$ cat config.mk
export PLATFORM = sky130hd
export DESIGN_NAME = player_payout
export DESIGN_NICKNAME = d
export VERILOG_FILES = /design/src/rtl/player_payout_pkg.sv /design/src/rtl/player_payout_tick_gen.sv /design/src/rtl/player_payout.sv
export SDC_FILE = /design/constraint.sdc
export NUM_CORES = 1
export LEC_CHECK = 0
export CORE_ASPECT_RATIO = 0.7
export CORE_UTILIZATION = 41
export CTS_CLUSTER_DIAMETER = 30
export CTS_CLUSTER_SIZE = 28
export DETAILED_ROUTE_END_ITERATION = 16
export GPL_ROUTABILITY_DRIVEN = 0
export PLACE_DENSITY = 0.67
export SLEW_MARGIN = 15
export SYNTH_ARGS = -nofsm -noshare
export SYNTH_HDL_FRONTEND = slang
export SYNTH_SLANG_ARGS = --single-unit
$ cat constraint.sdc
create_clock -name i_clock -period 3.4 [get_ports i_clock]
set_input_delay 0.51 -clock i_clock [delete_from_list [all_inputs] [get_ports i_clock]]
set_output_delay 0.51 -clock i_clock [all_outputs]
set_load 0.1 [all_outputs]
$ cat src/rtl/player_payout_pkg.sv
// Shared constants for the player payout (win credit) path: FSM state codes,
// default score width and the legal bet values.
package payout_pkg;

  localparam logic [1:0] S_IDLE  = 2'd0;
  localparam logic [1:0] S_COUNT = 2'd1;
  localparam logic [1:0] S_DONE  = 2'd2;

  localparam int SCORE_W_DEF = 17;
  localparam logic [SCORE_W_DEF-1:0] SCORE_MAX = {SCORE_W_DEF{1'b1}};

  localparam logic [2:0] BET_SINGLE = 3'd1;
  localparam logic [2:0] BET_MAX    = 3'd5;

endpackage

$ cat src/rtl/player_payout_tick_gen.sv
// Coin-rate divider: counts TICK_DIV cycles while enabled and flags the last
// cycle of each period so the next edge credits one coin.
module payout_tick_gen #(
  parameter int TICK_DIV = 500000
) (
  input  logic i_clk,
  input  logic i_resetn,
  input  logic i_clr,
  input  logic i_en,
  output logic o_term
);

  localparam int TW = $clog2(TICK_DIV);
  localparam logic [TW-1:0] L_LAST = TW'(TICK_DIV - 1);

  logic [TW-1:0] r_tick;

  assign o_term = i_en && !i_clr && (r_tick == L_LAST);

  // Period counter; clear wins over enable and wraps on the terminal count.
  always_ff @(posedge i_clk) begin
    if (!i_resetn) begin
      r_tick <= '0;
    end else if (i_clr) begin
      r_tick <= '0;
    end else if (i_en) begin
      r_tick <= o_term ? '0 : r_tick + TW'(1);
    end else begin
      r_tick <= r_tick;
    end
  end

endmodule

$ cat src/rtl/player_payout.sv
// Adds bet*mult winnings to the player score one coin per tick period.
// Optional PAYOUT_SKIP_EN lets i_skip dump the remaining payout in one edge.
module player_payout
  import payout_pkg::*;
#(
  parameter int SCORE_W  = SCORE_W_DEF,
  parameter int BET_W    = 3,
  parameter int MULT_W   = 4,
  parameter int TICK_DIV = 500000
) (
  input  logic                    i_clock,
  input  logic                    i_resetn,
  input  logic                    i_start,
  input  logic [BET_W-1:0]        i_bet,
  input  logic [MULT_W-1:0]       i_mult,
  input  logic [SCORE_W-1:0]      i_score_in,
  input  logic                    i_skip,
  output logic                    o_ready,
  output logic                    o_busy,
  output logic [SCORE_W-1:0]      o_score_out,
  output logic [BET_W+MULT_W-1:0] o_remaining,
  output logic                    o_credit_pulse,
  output logic                    o_done,
  output logic                    o_saturated
);

  localparam int RW = BET_W + MULT_W;
  localparam logic [SCORE_W-1:0] L_MAX = {SCORE_W{1'b1}};

  logic [1:0]         r_state;
  logic               r_ready, r_busy, r_pulse, r_done, r_sat;
  logic [SCORE_W-1:0] r_score;
  logic [RW-1:0]      r_rem;
  logic [RW-1:0]      w_prod;
  logic [SCORE_W:0]   w_sum;
  logic               w_term, w_skip, w_in_count;

  assign w_prod     = RW'(i_bet) * RW'(i_mult);
  // Carry bit of w_sum flags a skip that would overflow the score.
  assign w_sum      = {1'b0, r_score} + (SCORE_W + 1)'(r_rem);
  assign w_in_count = (r_state == S_COUNT);

`ifdef PAYOUT_SKIP_EN
  assign w_skip = i_skip;
`else
  logic w_unused_skip;
  assign w_unused_skip = i_skip;
  assign w_skip        = 1'b0;
`endif

  payout_tick_gen #(.TICK_DIV(TICK_DIV)) u_tick (
    .i_clk    (i_clock),
    .i_resetn (i_resetn),
    .i_clr    (!w_in_count),
    .i_en     (w_in_count),
    .o_term   (w_term)
  );

  // Payout FSM and all registered outputs.
  always_ff @(posedge i_clock) begin
    if (!i_resetn) begin
      r_state <= S_IDLE;
      r_ready <= 1'b1;
      r_busy  <= 1'b0;
      r_pulse <= 1'b0;
      r_done  <= 1'b0;
      r_sat   <= 1'b0;
      r_score <= '0;
      r_rem   <= '0;
    end else begin
      r_pulse <= 1'b0;
      r_done  <= 1'b0;
      case (r_state)
        S_IDLE: begin
          if (i_start) begin
            r_score <= i_score_in;
            r_rem   <= w_prod;
            r_sat   <= 1'b0;
            r_ready <= 1'b0;
            if (w_prod == '0) begin
              r_state <= S_DONE;
              r_done  <= 1'b1;
            end else begin
              r_state <= S_COUNT;
              r_busy  <= 1'b1;
            end
          end
        end
        S_COUNT: begin
          if (w_skip) begin
            r_rem   <= '0;
            r_state <= S_DONE;
            r_busy  <= 1'b0;
            r_done  <= 1'b1;
            if (w_sum[SCORE_W]) begin
              r_score <= L_MAX;
              r_sat   <= 1'b1;
            end else begin
              r_score <= w_sum[SCORE_W-1:0];
            end
          end else if (w_term) begin
            r_rem   <= r_rem - RW'(1);
            r_pulse <= 1'b1;
            if (r_score == L_MAX) begin
              r_sat <= 1'b1;
            end else begin
              r_score <= r_score + SCORE_W'(1);
            end
            if (r_rem == RW'(1)) begin
              r_state <= S_DONE;
              r_busy  <= 1'b0;
              r_done  <= 1'b1;
            end
          end
        end
        S_DONE: begin
          r_state <= S_IDLE;
          r_ready <= 1'b1;
        end
        default: begin
          r_state <= S_IDLE;
          r_ready <= 1'b1;
          r_busy  <= 1'b0;
        end
      endcase
    end
  end

  assign o_ready        = r_ready;
  assign o_busy         = r_busy;
  assign o_score_out    = r_score;
  assign o_remaining    = r_rem;
  assign o_credit_pulse = r_pulse;
  assign o_done         = r_done;
  assign o_saturated    = r_sat;

endmodule
run_1/power_grid.png
Pins as bars on the die edge. Tap cells in grey.
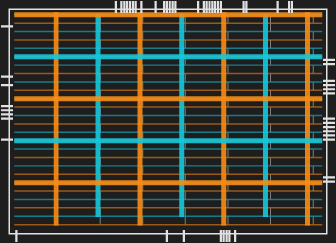
legend:
  VDD:
    colour: cyan
  VSS:
    colour: orange
rows: 25
met5 straps: 5
signal pins: 57
met4 straps: 7
die height: 72.3 um
die x size: 102 um
Peak VDD IR: 0.000337 V
core area: 0.00679 mm2

run_1/placement_by_type.png
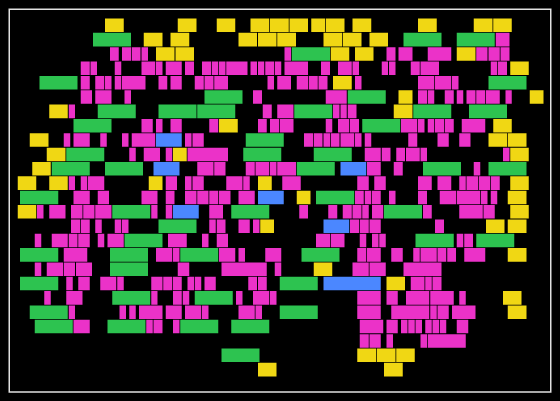
legend:
  clock drivers and dummy loads:
    colour: blue
    cells: 7
    share_of_their_area: 3.2%
  combinational and other logic:
    colour: magenta
    cells: 292
    share_of_their_area: 51%
  sequential cells:
    colour: green
    cells: 50
    share_of_their_area: 29%
  remaining buffers and delay cells:
    colour: yellow
    cells: 62
    share_of_their_area: 17%
Final Core Density: 53.5%
Final Cell Area: 0.00363 mm2
fraction of area in registers: 27.6%
# rows: 25

==> ci_impl_report.md, run 1 <==
## Synthesis and layout report

| Metric | Value |
|---|---|
| Top delay family on crit path | `adder cells` |
| Comb group | `around 1.4 mW` |
| Crit path depth | `12` |
| Buf+Inv Stages, Crit Path | `3` |
| Leading cell kind | `logic gates` |
| Post-Syn Area per Cell | `7.99 um2` |
| Tmin final | `3080 ps` |
| RSZ-0062 raised after global routing | `no` |
| Post-synth EDFFs | `0` |
| Port bufs | `approximately 55` |
| Seq. pwr | `slightly below 800 uW` |
| H-tree level count | `2` |
| Clock-pin slew on the worst setup and hold paths | `90 ps` |
| Crit-path max FO | `4` |
| Wire length on met2 | `about 2900 um` |
| Pleak | `1.34 nW` |
| Gate Count Post-Synth | `362` |
| Antenna diode count | `0` |
| Final hold vios | `0` |
| Max Freq | `324 MHz` |
| Uppermost routed layer | `met4` |
| Logic share of the area | `a little under 50%` |
| Signal inverters | `11` |
| Sw power | `about 1.3 mW` |
| Largest area contributor in the netlist | `dfxtp_1` |
| Post-CTS Hold Fix Bufs | `0` |
| Root Buffer | `clkbuf_8` |
| Clock-cell share of area | `between 3 and 4%` |
| Final ANT Viol Nets | `0` |
| Tool Warnings | `28` |
| Hold Path Class | `reg2reg` |
| Sum Neg Setup Slack | `0 ps` |
| Worst-Margin Slew | `a little under 1000 ps` |
| DRC Markers | `0` |
| Crit share post-route | `between 90% and 100%` |
| Die ar. | `0.00740 mm2` |
| Worst path most repeated cell | `fa_1` |
| CP max-delay cell | `fa_1` |
| Status | `complete, no violations` |
| FP Util | `42.6%` |
| Count leader, synth | `dfxtp_1` |
| Number of antenna violations at the first check in global routing | `0` |
| Flops | `50` |
| Placed inst area | `0.00352 mm2` |
| Post-synth cell types | `49` |
| Gate Area | `0.00176 mm2` |
| Vias | `2713` |
| Final HPWL DP | `5090 um` |
| Post-synth seq share | `~35%` |
| Bufs w/o clock | `roughly 62` |
| Clk buf depth | `2` |
| M1 WL | `3760 um` |
| Signal buf overhead | `16.5%` |
| Synthesis Warnings | `0` |
| # Post-CTS Setup Buffers | `0` |
| Synth-to-layout area growth | `25.5%` |
| Vias in the first global route | `2386` |
| Met1 GRT Util | `31.7%` |
| CP required | `3650 ps` |
| Post-CTS sizing | `0` |
| Combinational share of power | `52.8%` |
| Routed vias/inst | `5.37` |
| Nets | `between 400 and 500` |
| Main flop type | `dfxtp_1` |
| Met3 GRT Util | `about 3.6%` |
| CP Launch Type | `input pin` |
| Fillcell total | `roughly 670` |
| Sw frac | `50.2%` |
| GR Layer Usage met2 | `28.7%` |
| YS chip area | `0.00289 mm2` |
run_1/clk_routes.png
Bar = 20 um.
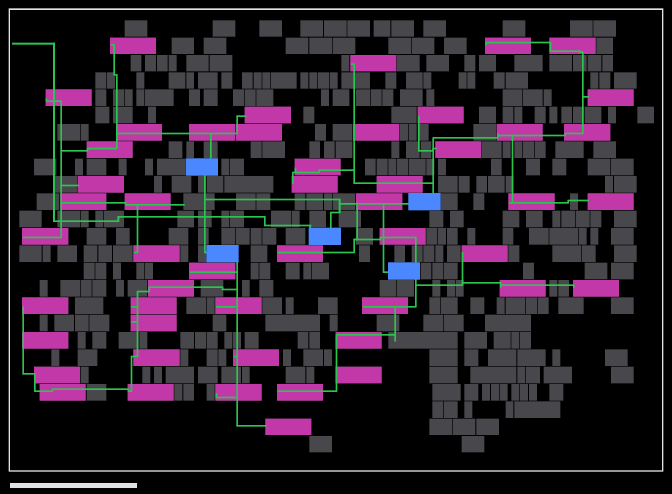
legend:
  flip-flops:
    colour: magenta
    count: 50
  clock wires:
    colour: green
    length: 630 um
  clock drivers:
    colour: blue
    count: 5
flops lie: widely spread
clock share of power: 16.6%
Latency at later pin: 300 ps
Layout Skew: 10.0 ps
Power Clock: 426 uW

[run 1: final timing paths]
path | from | slack [ps] | end
max | i_bet[2] | 320 | r_state[1]$_SDFFE_PN0P_
min | u_tick.r_tick[0]$_SDFF_PP0_ | 470 | u_tick.r_tick[0]$_SDFF_PP0_
max reg2reg | o_score_out[0]$_SDFFE_PN0P_ | 600 | o_score_out[5]$_SDFFE_PN0P_
min reg2reg | u_tick.r_tick[0]$_SDFF_PP0_ | 470 | u_tick.r_tick[0]$_SDFF_PP0_
[run 1: cell usage in the layout (no fill, tap or decap), types with 9 or more instances in the layout]
| master | n |
|---|---|
| nor2_1 | 48 |
| a21oi_1 | 28 |
| nand4_1 | 9 |
| xor2_1 | 12 |
| o21ai_0 | 12 |
| ha_1 | 11 |
| dfxtp_1 | 50 |
| nand2_1 | 41 |
| inv_1 | 11 |
| nand3_1 | 16 |
| clkdlybuf4s50_1 | 54 |
[run 1: cell families (layout without fill, tap and decap cells)]
logic type,after synthesis,after routing,share of synthesized area [%]
xor gates and xnor gates,19,19,5.76
adders and majority gates,14,14,6.84
AOI/OAI and AO/OA,85,85,19.6
DFF,50,50,34.6
and+or+nand+nor,163,163,28.6
buffers and inverters,31,80,4.63
[run 1: through the flow]
step                      std cells  power, mW  setup WS [ps]  util [%]
final                           505       2.57            317      53.5
after global routing            505       2.72           94.1      53.5
after CTS                       505       2.58            321      53.5
after detailed placement        498       2.15           8.39      51.8
after global placement          498       2.14           65.4      51.8
after floorplan                 362       1.83            145         -
[run 1: sequential cells by signal, summed over array words and instances (netlist names)]
register	count
r_state	2
o_remaining	7
u_tick.r_tick	19
o_busy	1
o_ready	1
o_score_out	17
o_done	1
o_credit_pulse	1
o_saturated	1
==> run 2, diff against run 1 <==
CORE_MARGIN = 4   (was not set)
run_2/power_grid.png
Pins as bars on the die edge. Tap cells in grey.
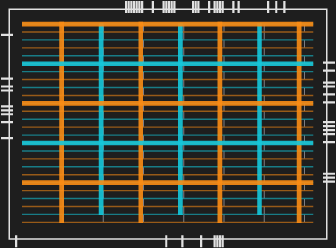
legend:
  VDD:
    colour: cyan
  VSS:
    colour: orange
signal pins: 57
met5 straps: 5
met4 straps: 7
met1 rails: 26
rows: 25
die x size: 108 um
die height: 78.3 um
Peak VDD IR: 0.000303 V

run_2/congestion.png
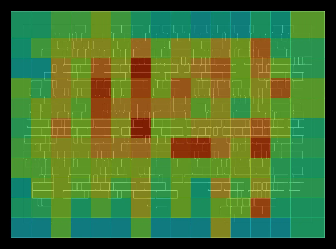
gr busiest metal: met1
met1 GRT Util: 28.1%
met3 GRT Util: 3.94%
DR WL/cell: 14.5 um
GR Layer Usage met2: 24.9%

==> run 2 against run 1 <==
  * Final cell count increased by 0.20%
  * Synthesized cell count unchanged
  * Clock skew is 6.5 ps lower
  * Register-to-register slack better by 50 ps
  * Count of clock-buffer cells in the layout is 1 higher
  * Largest power group unchanged
==> ci_impl_report.md, run 2 <==
## Synthesis and layout report

| Metric | Value |
|---|---|
| RSZ-0062 raised after global routing | `no` |
| Clock-pin slew on the worst setup and hold paths | `90 ps` |
| Uppermost routed layer | `met4` |
| Post-CTS Hold Fix Bufs | `0` |
| Crit-path max FO | `4` |
| Root Buffer | `clkbuf_8` |
| H-tree level count | `2` |
| R2R Setup Slk | `650 ps` |
| Fin cells | `506` |
| Largest area contributor in the netlist | `dfxtp_1` |
| FF-to-FF End | `o_score_out[5]$_SDFFE_PN0P_` |
| Post-CTS sizing | `0` |
| Hold Path Class | `reg2reg` |
| Port bufs | `~55` |
| Sw power | `roughly 1.3 mW` |
| FF-to-FF Start | `o_score_out[0]$_SDFFE_PN0P_` |
| Sw frac | `between 50 and 60%` |
| Synth logic family | `simple AND/OR/NAND/NOR gates` |
| Adders+Majority by Area | `about 6.8%` |
| Placed cells | `498` |
| Final WS setup | `314 ps` |
| Synthesis Warnings | `0` |
| Nets | `453` |
| Area fraction in xor and xnor cells | `5.76%` |
| YS chip area | `0.00289 mm2` |
| Sum Neg Setup Slack | `0 ps` |
| Count leader, synth | `dfxtp_1` |
| Final HPWL DP | `5340 um` |
| Clk buf depth | `2` |
| Post-synth seq share | `34.6%` |
| CP Launch Type | `input pin` |
| FP Util | `42.6%` |
| Simple share | `28.6%` |
| Wire length on met2 | `3010 um` |
| Max FFs per register | `19` |
| Tmin final | `3090 ps` |
| CP required | `approximately 3700 ps` |
| # rows | `25` |
| Max Freq | `324 MHz` |
| Routed vias/inst | `5.42` |
| Most numerous logic cells after layout | `clkdlybuf4s50_1, dfxtp_1, nor2_1, nand2_1, a21oi_1` |
| Core area | `0.00679 mm2` |
| DRC Markers | `0` |
| Crit share post-route | `between 90% and 100%` |
| Largest Register | `u_tick.r_tick` |
| WP data arrival | `roughly 3300 ps` |
| Post-synth EDFFs | `0` |
| Post-Syn Area per Cell | `about 8.0 um2` |
| Status | `complete, no violations` |
| Final hold vios | `0` |
| Synth-to-layout area growth | `25.3%` |
| Tool Warnings | `28` |
| First-pass GRT wire length | `12600 um` |
| Gate Area | `roughly 0.0018 mm2` |
| Gate Count Post-Synth | `362` |
| Worst hold endpoint | `u_tick.r_tick[0]$_SDFF_PP0_` |
| Layout Skew | `3.53 ps` |
| Final ANT Viol Nets | `0` |
| # Post-CTS Setup Buffers | `0` |
| Post-synth cell types | `49` |
| Hold Path Origin | `u_tick.r_tick[0]$_SDFF_PP0_` |
| Antenna diode count | `0` |
| Worst-Margin Slew | `1010 ps` |
| Die ar. | `0.00848 mm2` |
| Pleak | `1.34 nW` |
| M1 WL | `3830 um` |
| Most numerous logic cell after layout | `clkdlybuf4s50_1` |
| Clock share of power | `16.5%` |
| Pins over their slew limit | `0` |
| Main flop type | `dfxtp_1` |
| Fillcell total | `about 660` |
| Synth Area in Compound Gates | `19.6%` |
run_2/placement_by_type.png
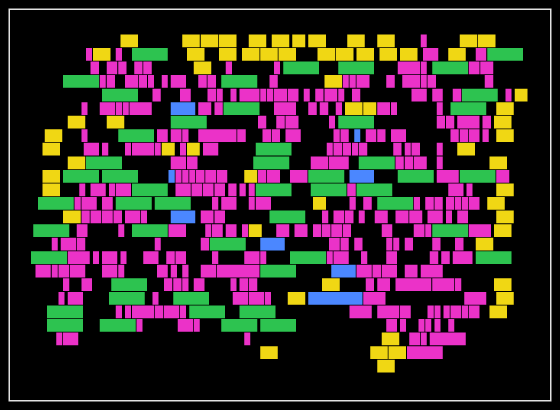
legend:
  remaining buffers and delay cells:
    colour: yellow
    cells: 62
    share_of_their_area: 17%
  sequential cells:
    colour: green
    cells: 50
    share_of_their_area: 29%
  combinational and other logic:
    colour: magenta
    cells: 292
    share_of_their_area: 51%
  clock drivers and dummy loads:
    colour: blue
    cells: 8
    share_of_their_area: 3.0%
Final Cell Area: 0.00362 mm2
fraction of area in registers: 27.6%
Final Core Density: 53.4%

## run 2: kinds of logic (layout without fill, tap and decap cells)
family,Yosys count,in the layout
adder cells (fa/ha/maj),14,14
flip-flops,50,50
buffers and inverters,31,81
XOR/XNOR,19,19
AND/OR/NAND/NOR,163,163
AND-OR/OR-AND,85,85
## run 2: layer usage
layer  GRT usage [%]  up-vias
met1            28.1     1280
met2            24.9       67
li1                -     1390
met4            5.17        0
met3            3.94        8
met5               0        -
## run 2: cell type report
class,count,area share [%]
flip-flops and latches,50,27.6
inverters,11,1.14
clock buffers,7,2.11
well taps,94,3.25
clock inverters,1,0.829
repair buffers,62,16.6
multi-input cells,281,48.5
## run 2: power by group through the flow
stage          Sequential (mW)  Clock, mW  Combinational (mW)
4_1_cts                  0.786      0.435                1.36
2_1_floorplan             1.33          0               0.501
6_report                 0.789      0.424                1.36
3_3_place_gp             0.796          0                1.34
3_5_place_dp             0.800          0                1.36
5_1_grt                  0.810      0.459                1.45
## run 2: worst max path at each step
stage	startpoint	to	slack [ps]	cells past startpoint
finish	i_bet[2]	r_state[1]$_SDFFE_PN0P_	310	12
CTS	i_bet[2]	r_state[1]$_SDFFE_PN0P_	330	12
global placement	i_bet[2]	o_done$_SDFF_PN0_	70	12
detailed placement	i_bet[2]	r_state[1]$_SDFFE_PN0P_	20	12
global route	i_bet[2]	r_state[1]$_SDFFE_PN0P_	80	12
floorplan	o_score_out[1]$_SDFFE_PN0P_	o_score_out[10]$_SDFFE_PN0P_	140	11
## run 2: critical path, cell delays in order
cell and delay [ps]:
clkdlybuf4s50_1 510, nand2_1 90, fa_1 530, inv_1 40
ha_1 210, fa_1 400, a21o_1 190, a21oi_1 190
nand4_1 130, o21ai_0 190, buf_4 160, and4b_1 180
==> run 3, diff against run 2 <==
ABC_CLOCK_PERIOD_IN_PS = 3400   (was not set)
run_3/congestion.png
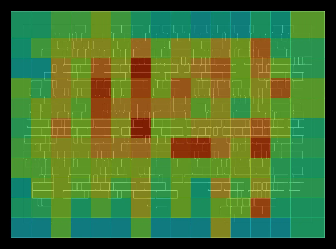
GR Util All Layers: 18.2%

run_3/power_grid.png
Pins as bars on the die edge. Tap cells in grey.
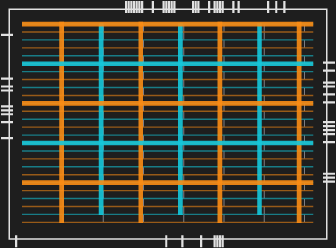
legend:
  VDD:
    colour: cyan
  VSS:
    colour: orange
rows: 25
tap cells: 94
signal pins: 57

run_3/clk_routes.png
Bar = 20 um.
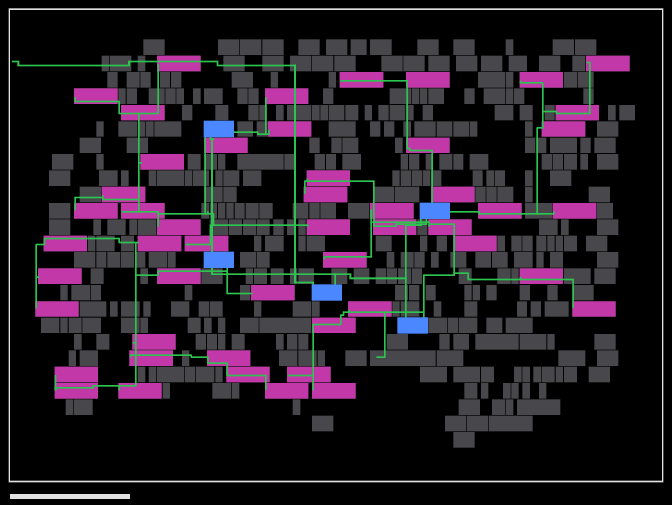
legend:
  flip-flops:
    colour: magenta
    count: 50
  clock drivers:
    colour: blue
    count: 5
  clock wires:
    colour: green
    length: 686 um
routed clock nets: 6
Layout Skew: 3.53 ps
clock share of power: 16.5%
Power Clock: 424 uW

==> run 3 against run 2 <==
  * Global-route usage unchanged
  * Combinational power about the same
  * First-iteration DRC count unchanged
  * Sequential power about the same
  * Critical endpoint unchanged
  * Largest cell class unchanged
==> ci_impl_report.md, run 3 <==
## Synthesis and layout report

| Metric | Value |
|---|---|
| Synth Area in Compound Gates | `between 15 and 20%` |
| FF-to-FF Start | `o_score_out[0]$_SDFFE_PN0P_` |
| Clock-pin slew on the worst setup and hold paths | `90 ps` |
| I/O pins | `57` |
| Root Buffer | `clkbuf_8` |
| Placed cells | `498` |
| Clk buf depth | `2` |
| Most numerous logic cells after layout | `clkdlybuf4s50_1, dfxtp_1, nor2_1, nand2_1, a21oi_1` |
| Simple share | `28.6%` |
| Synth-to-layout area growth | `25.3%` |
| First-pass GRT wire length | `around 13000 um` |
| Critical path cell sequence | `clkdlybuf4s50_1 -> nand2_1 -> fa_1 -> inv_1 -> ha_1 -> fa_1 -> a21o_1 -> a21oi_1 -> nand4_1 -> o21ai_0 -> buf_4 -> and4b_1` |
| Vias in the first global route | `between 2000 and 3000` |
| Most instantiated cells after synthesis | `dfxtp_1, nor2_1, nand2_1` |
| Rel. slew slack | `32.3%` |
| Synthesis Warnings | `0` |
| Overall Power | `between 2 and 3 mW` |
| Max Freq | `324 MHz` |
| Post-CTS Hold Fix Bufs | `0` |
| Detailed Routing Iterations Pass 1 | `5` |
| Hold Path Class | `reg2reg` |
| CTS Buf Count | `5` |
| CP max-delay cell | `fa_1` |
| Max FFs per register | `19` |
| Die x size | `108 um` |
| # rows | `25` |
| CP required | `3650 ps` |
| Main flop type | `dfxtp_1` |
| Post-synth EDFFs | `0` |
| Cell area power density | `711 mW/mm2` |
| Antenna diode count | `0` |
| Pins over their slew limit | `0` |
| Final WS setup | `around 310 ps` |
| Final HPWL DP | `between 5000 and 6000 um` |
| Hold Path Origin | `u_tick.r_tick[0]$_SDFF_PP0_` |
| Cell count listed in synth_stat.txt | `362` |
| Worst hold endpoint | `u_tick.r_tick[0]$_SDFF_PP0_` |
| Final ANT Viol Nets | `0` |
| FF-to-FF End | `o_score_out[5]$_SDFFE_PN0P_` |
| Worst path most repeated cell | `fa_1` |
| R2R Setup Slk | `650 ps` |
| Sum Neg Setup Slack | `0 ps` |
| Post-Syn Nets | `~400` |
| Die height | `78.3 um` |
| Fin cells | `506` |
| Core area | `0.00679 mm2` |
| WHS Path Cells | `1` |
| Pleak | `1.34 nW` |
| Clk sinks | `50` |
| Area fraction in xor and xnor cells | `under 10%` |
| Latency at later pin | `300 ps` |
| Post-Syn Area per Cell | `about 8.0 um2` |
| YS chip area | `0.00289 mm2` |
| Largest Register | `u_tick.r_tick` |
| # Post-CTS Setup Buffers | `0` |
| Largest area contributor in the netlist | `dfxtp_1` |
| Dpl ws | `18.5 ps` |
| Routed vias/inst | `roughly 5.4` |
| Crit-path max FO | `4` |
| Post-CTS sizing | `0` |
| TritonCTS clock tree | `yes` |
| DR WL/cell | `14.5 um` |
| Status | `complete, no violations` |
| Most numerous logic cell after layout | `clkdlybuf4s50_1` |
| Max-Cap Viols | `0` |
| Tool Warnings | `28` |
| Worst-Margin Slew | `1010 ps` |
| Mux contribution to synthesized area | `0%` |
| Final wirelength | `approximately 7300 um` |
| Nets | `453` |
| Max incr delay on CP | `530 ps` |
| Top cells by area | `dfxtp_1, nor2_1, nand2_1` |
| Count leader, synth | `dfxtp_1` |
| FP Util | `42.6%` |
| Gate Count Post-Synth | `362` |
| RSZ-0062 raised after global routing | `no` |
| Mapped Area | `0.00289 mm2` |
| Port bufs | `55` |
| Number of antenna violations at the first check in global routing | `0` |
| Final hold vios | `0` |
| Pin count of the biggest net entering global routing | `43` |
| Synth async-reset ratio | `0%` |
| R2r worst-path depth | `9` |
| CP Launch Type | `input pin` |
| CP endpoint kind | `flip-flop` |
| Post-synth cell types | `49` |
| Adders+Majority by Area | `6.84%` |
| Vias | `2745` |
| Post-synth regs | `50` |
| Kind of critical path | `in2reg` |
| Overflow after GRT | `0` |
| Area leader share | `between 30% and 40%` |
| Post-synth seq share | `about a third` |
| Layout cells sized above 1 | `roughly 6.6%` |
| Synth logic family | `simple AND/OR/NAND/NOR gates` |
| WP data arrival | `3340 ps` |
| Peak VDD IR | `0.000303 V` |
| Final setup fails | `0` |
| Die ar. | `roughly 0.0085 mm2` |
| Final Core Density | `53.4%` |
| Crit share post-route | `90.8%` |
| DRC Markers | `0` |
| Tmin final | `3090 ps` |
| H-tree level count | `2` |
| Drt first-iter violations | `159` |
[run 3: cell counts after synthesis]
Identical to the previous run, type by type.
[run 3: how the worst max path moves through the flow]
stage | start | to | cells past startpoint | slack (ps)
6_report | i_bet[2] | r_state[1]$_SDFFE_PN0P_ | 12 | 310
5_1_grt | i_bet[2] | r_state[1]$_SDFFE_PN0P_ | 12 | 80
4_1_cts | i_bet[2] | r_state[1]$_SDFFE_PN0P_ | 12 | 330
3_5_place_dp | i_bet[2] | r_state[1]$_SDFFE_PN0P_ | 12 | 20
3_3_place_gp | i_bet[2] | o_done$_SDFF_PN0_ | 12 | 70
2_1_floorplan | o_score_out[1]$_SDFFE_PN0P_ | o_score_out[10]$_SDFFE_PN0P_ | 11 | 140
[run 3: power breakdown]
part           internal (mW)  total (mW)  switching (mW)
Sequential             0.676       0.789           0.113
Combinational          0.372        1.36           0.990
Clock                  0.221       0.424           0.204
[run 3: routing by layer]
metal / global-route usage [%] / wire length, um
met2: 24.9 / 3010
met1: 28.1 / 3830
met5: 0 / 0
met4: 5.17 / 74
met3: 3.94 / 425
[run 3: critical path: cells and delay by family]
kind            cells  cell delay (ps)
simple gates        3              400
buf+inv             3              710
compound gates      3              570
fa+ha+maj           3             1140
[run 3: stage by stage]
step | hold slack (ps) | area [um2]
final | 479 | 3620
after CTS | 477 | 3620
after global routing | 517 | 3620
after global placement | 443 | 3520
after detailed placement | 456 | 3520
after floorplan | 430 | 2890
[run 3: area by class of cell]
cell class / count / area [um2]
timing repair buffer: 62 / 601
fill: 655 / 3160
tap: 94 / 118
clock buffer: 7 / 76.3
clock inverter: 1 / 30.0
multi-input combinational: 281 / 1760
sequential: 50 / 1000
inverter: 11 / 41.3
Power is estimated from default activity; no workload was simulated.
